--- src/rtl/sti_byte_packer.sv ---
// Rebuilds 8-bit bytes from the STI serial stream and writes them to a byte memory port.
// Optional build macro STI_PACK_PARITY_EN adds the registered even-parity output pk_par.
module sti_byte_packer #(
  parameter int unsigned ADDR_W = 8
) (
  input  logic              clk,
  input  logic              reset,
  input  logic              si_data,
  input  logic              si_valid,
  input  logic              cfg_msb,
  output logic [7:0]        pk_data,
  output logic              pk_we,
  output logic [ADDR_W-1:0] pk_addr,
  output logic              frame_done,
  output logic              frame_err,
  output logic [ADDR_W-1:0] frame_bytes
`ifdef STI_PACK_PARITY_EN
  ,
  output logic              pk_par
`endif
);

  typedef enum logic [1:0] {StIdle, StRecv, StFlush} state_e;

  state_e              state_q, state_d;
  logic [7:0]          shreg_q, shreg_d;
  logic [2:0]          bit_cnt_q, bit_cnt_d;
  logic                msb_q, msb_d;
  logic [ADDR_W-1:0]   ptr_q, ptr_d;
  logic [ADDR_W-1:0]   fcnt_q, fcnt_d;

  logic [7:0]          pk_data_q, pk_data_d;
  logic                pk_we_q, pk_we_d;
  logic [ADDR_W-1:0]   pk_addr_q, pk_addr_d;
  logic                done_q, done_d;
  logic                err_q, err_d;
  logic [ADDR_W-1:0]   bytes_q, bytes_d;

  logic [7:0]          byte_next;
  logic [7:0]          byte_fresh;
  logic [7:0]          byte_padded;
  logic [3:0]          pad_sh;

  // MSB-first shifts left so bit 1 lands in [7]; LSB-first shifts right so it lands in [0].
  function automatic logic [7:0] shift_in(input logic [7:0] base, input logic b,
                                          input logic msb);
    return msb ? {base[6:0], b} : {b, base[7:1]};
  endfunction

  always_comb begin
    byte_next  = shift_in(shreg_q, si_data, msb_q);
    byte_fresh = shift_in(8'h00, si_data, cfg_msb);
    pad_sh     = 4'd8 - {1'b0, bit_cnt_q};
    // Partial byte is justified toward the early side; zeros fill the late side.
    byte_padded = msb_q ? (shreg_q << pad_sh) : (shreg_q >> pad_sh);
  end

  always_comb begin
    state_d   = state_q;
    shreg_d   = shreg_q;
    bit_cnt_d = bit_cnt_q;
    msb_d     = msb_q;
    ptr_d     = ptr_q;
    fcnt_d    = fcnt_q;
    pk_data_d = 8'h00;
    pk_we_d   = 1'b0;
    pk_addr_d = '0;
    done_d    = 1'b0;
    err_d     = 1'b0;
    bytes_d   = '0;

    unique case (state_q)
      StIdle: begin
        if (si_valid) begin
          msb_d     = cfg_msb;
          shreg_d   = byte_fresh;
          bit_cnt_d = 3'd1;
          fcnt_d    = '0;
          state_d   = StRecv;
        end
      end
      StRecv: begin
        if (si_valid) begin
          shreg_d   = byte_next;
          bit_cnt_d = bit_cnt_q + 3'd1;
          if (bit_cnt_q == 3'd7) begin
            pk_we_d   = 1'b1;
            pk_data_d = byte_next;
            pk_addr_d = ptr_q;
            ptr_d     = ptr_q + ADDR_W'(1);
            fcnt_d    = fcnt_q + ADDR_W'(1);
          end
        end else if (bit_cnt_q == 3'd0) begin
          done_d  = 1'b1;
          bytes_d = fcnt_q;
          state_d = StIdle;
        end else begin
          state_d = StFlush;
        end
      end
      StFlush: begin
        pk_we_d   = 1'b1;
        pk_data_d = byte_padded;
        pk_addr_d = ptr_q;
        ptr_d     = ptr_q + ADDR_W'(1);
        done_d    = 1'b1;
        err_d     = 1'b1;
        bytes_d   = fcnt_q + ADDR_W'(1);
        bit_cnt_d = 3'd0;
        state_d   = StIdle;
        // A bit arriving here opens the next frame immediately.
        if (si_valid) begin
          msb_d     = cfg_msb;
          shreg_d   = byte_fresh;
          bit_cnt_d = 3'd1;
          fcnt_d    = '0;
          state_d   = StRecv;
        end
      end
      default: state_d = StIdle;
    endcase
  end

  always_ff @(posedge clk) begin
    if (reset) begin
      state_q   <= StIdle;
      shreg_q   <= 8'h00;
      bit_cnt_q <= 3'd0;
      msb_q     <= 1'b0;
      ptr_q     <= '0;
      fcnt_q    <= '0;
      pk_data_q <= 8'h00;
      pk_we_q   <= 1'b0;
      pk_addr_q <= '0;
      done_q    <= 1'b0;
      err_q     <= 1'b0;
      bytes_q   <= '0;
    end else begin
      state_q   <= state_d;
      shreg_q   <= shreg_d;
      bit_cnt_q <= bit_cnt_d;
      msb_q     <= msb_d;
      ptr_q     <= ptr_d;
      fcnt_q    <= fcnt_d;
      pk_data_q <= pk_data_d;
      pk_we_q   <= pk_we_d;
      pk_addr_q <= pk_addr_d;
      done_q    <= done_d;
      err_q     <= err_d;
      bytes_q   <= bytes_d;
    end
  end

  assign pk_data     = pk_data_q;
  assign pk_we       = pk_we_q;
  assign pk_addr     = pk_addr_q;
  assign frame_done  = done_q;
  assign frame_err   = err_q;
  assign frame_bytes = bytes_q;

`ifdef STI_PACK_PARITY_EN
  logic par_q;

  // pk_data_d is zero whenever no write is issued, so parity is zero then too.
  always_ff @(posedge clk) begin
    if (reset) begin
      par_q <= 1'b0;
    end else begin
      par_q <= ^pk_data_d;
    end
  end

  assign pk_par = par_q;
`endif

endmodule

--- config.mk ---
export PLATFORM = sky130hd
export DESIGN_NAME = sti_byte_packer
export DESIGN_NICKNAME = d
export VERILOG_FILES = /design/src/rtl/sti_byte_packer.sv
export SDC_FILE = /design/constraint.sdc
export NUM_CORES = 1
export LEC_CHECK = 0
export CORE_MARGIN = 5
export CORE_UTILIZATION = 54
export CTS_BUF_LIST = sky130_fd_sc_hd__clkbuf_4
export DETAILED_ROUTE_END_ITERATION = 8
export PLACE_DENSITY_LB_ADDON = 0.05
export SETUP_SLACK_MARGIN = 0.5
export SLEW_MARGIN = 20
export SYNTH_ARGS = -nofsm -noshare
export SYNTH_HDL_FRONTEND = slang
export SYNTH_SLANG_ARGS = --single-unit
--- constraint.sdc ---
create_clock -name clk -period 5.3 [get_ports clk]
set_input_delay 1.06 -clock clk [delete_from_list [all_inputs] [get_ports clk]]
set_output_delay 1.06 -clock clk [all_outputs]
set_load 0.01 [all_outputs]
==> flow_summary.ini <==
; yosys + openroad results
[power]
seqPwrFrac_pct = 52.8
comb_cell_power_mw = 0.107
sw_frac_of_total_pct = 26.82
p_switching_mw = 0.2256
pwr-share-clk_pct = 34.5
powerSeq_mw = 0.444
leakage_nw = 1.237
p_int_mw = 0.6156
vdd_ir_drop_max_v = 0.0002110
fin_total_pwr_mw = 0.8413

[cells_and_area]
fin_util_pct = 62.67
logic_gate_count = 264
drive_gt1_share_pct = 7.916
antenna_cells = 0
stdcell_area_mm2 = 0.003493
sh_comb_area_pct = 50.86
clk_share_pct = 3.510
area_growth_pct = 11.81
seq_area_mm2 = 0.001141
largest_cell_class = combinational gates
seq_cell_count = 57
comb_area_mm2 = 0.001777
buffers = 33
bufAreaShareNonClock_pct = 9.312
seq_share_pct = 32.66
fin_cells = 451
nonClockInverterCount = 10
lay_top_cells = dfxtp_1, nor2_1, clkdlybuf4s50_1

[final_timing]
setup_tns_ps = 0
max_freq_mhz = 318.0
hold_violations = 0
finalSetupViolations = 0
whs_ps = 492.4
finalCritPeriodShare_pct = 59.33
tightest_slew_ps = 868.0
fin_ws_ps = 2155
rsz0062_at_grt = no

[critical_path]
crit_slowest_cell = ha_1
max_stage_delay_ps = 930
reg2reg_from = bit_cnt_q[0]
crit_cells = 6
required_ps = 5580
setup.worst_path.end = pk_data[7]
cp-start-kind = flip-flop
arrival_ps = 3420
reg2reg_to = pk_data[7]
critPathLaunch = bit_cnt_q[0]
crit_type = flip-flop to flip-flop
crit_family = adder cells
crit_buf_inv = 1

[drt]
wl_per_cell_um = 15.80
firstDrtPassIters = 5
wl_um = 7126
wl_met2_um = 3232
m1WireLength_um = 3375
avgViaCountPerCell = 5.898
dr_wl_met3_um = 430
num_vias = 2660
route.detailed.drc = 0
maxUsedRoutingLayer = met4

[floorplanning]
num_rows = 27
die_h_um = 86.07
die-area_mm2 = 0.007407
io_pins = 32
num_tap_cells = 72
initial_utilization_pct = 56.05
core_mm2 = 0.005574

[yosys]
yosysWarnings = 0
syn_avg_cell_area_um2 = 8.631
yosys_area_mm2 = 0.003124
synthCells = 362
edf_count = 0
top_area_cell = dfxtp_1
syn-cell-area_mm2 = 0.003124
common_cells = dfxtp_1, nor2_1, mux2i_1
logic_family = simple AND/OR/NAND/NOR gates
ff_type = dfxtp_1
synth_nets = 377
yosys.area.top_type_share_pct = 36.52
ys_sh_mux_pct = 11.25
ys_cells = 362
synth_flops = 57
seq_area_frac_synth_pct = 36.52
ys_types = 57
synth-simple-area-share_pct = 22.55

[run]
tool_warnings = 30
maxCapViolCount = 0

[clocking]
cts.clk_slew.worst_paths_ps = 90
hold_buffers = 0
clockRootBuffer = clkbuf_4
cts_resized = 0
cts_setup_buffers = 0

[grt]
busiest_layer = met2
grt_overflow = 0
grtUsageMet1_pct = 26.97
antenna_found_initial = 0
grt_max_degree = 35
grt_pass1_vias = 2440
use_met3_pct = 5.283

[hold_path]
hold_end = pk_addr[7]
min_path_cells = 1
hp-start = ptr_q[7]

[place]
dpl_cell_area_mm2 = 0.003371
dpl.cell_count = 436

[outcome]
status = finished, final reports clean
**Signal wires on met1**

Bar = 20 µm.
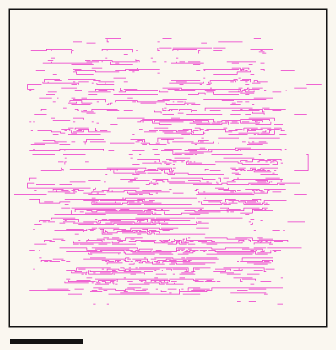
main direction	horizontal
longest straight run	35.9 µm

**Pin placement**

Bar = 20 µm. Pins as bars across the die edge, other pins in gray.
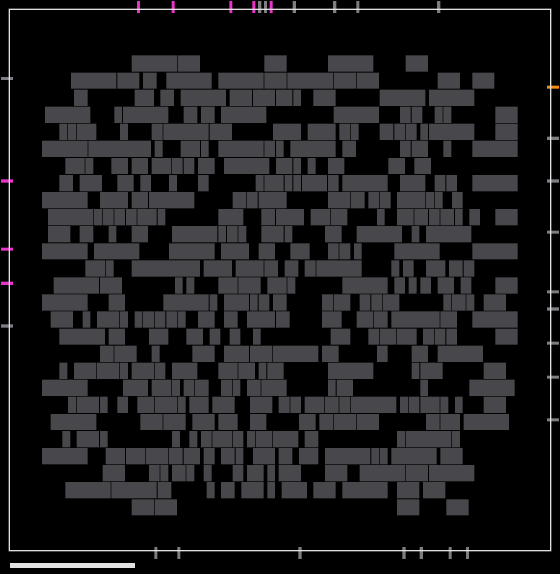
port	color	pins	direction	edge
pk_addr	magenta	8	output	5 north, 3 west
frame_done	orange	1	output	east

**Signal metal coverage by tile**

Bar = 20 µm. 17 x 17 tiles, from dark blue (low) to red (high), scaled to the fullest tile. Values are wire area over tile area, all layers added.
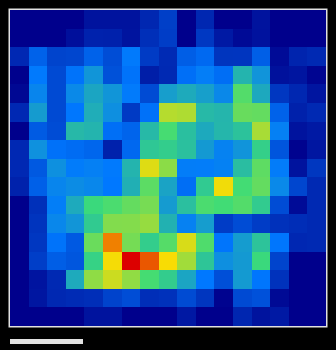
densest ninth of the die	center
fullest tile	0.66
mean over tiles	0.15

**Clock nets**

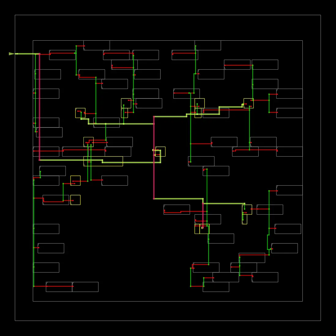
clock network power: 0.290 mW
total CTS buffers: 9
Final Skew: 16.12 ps
Sink Count: 57

Power and IR drop assume default switching activity.
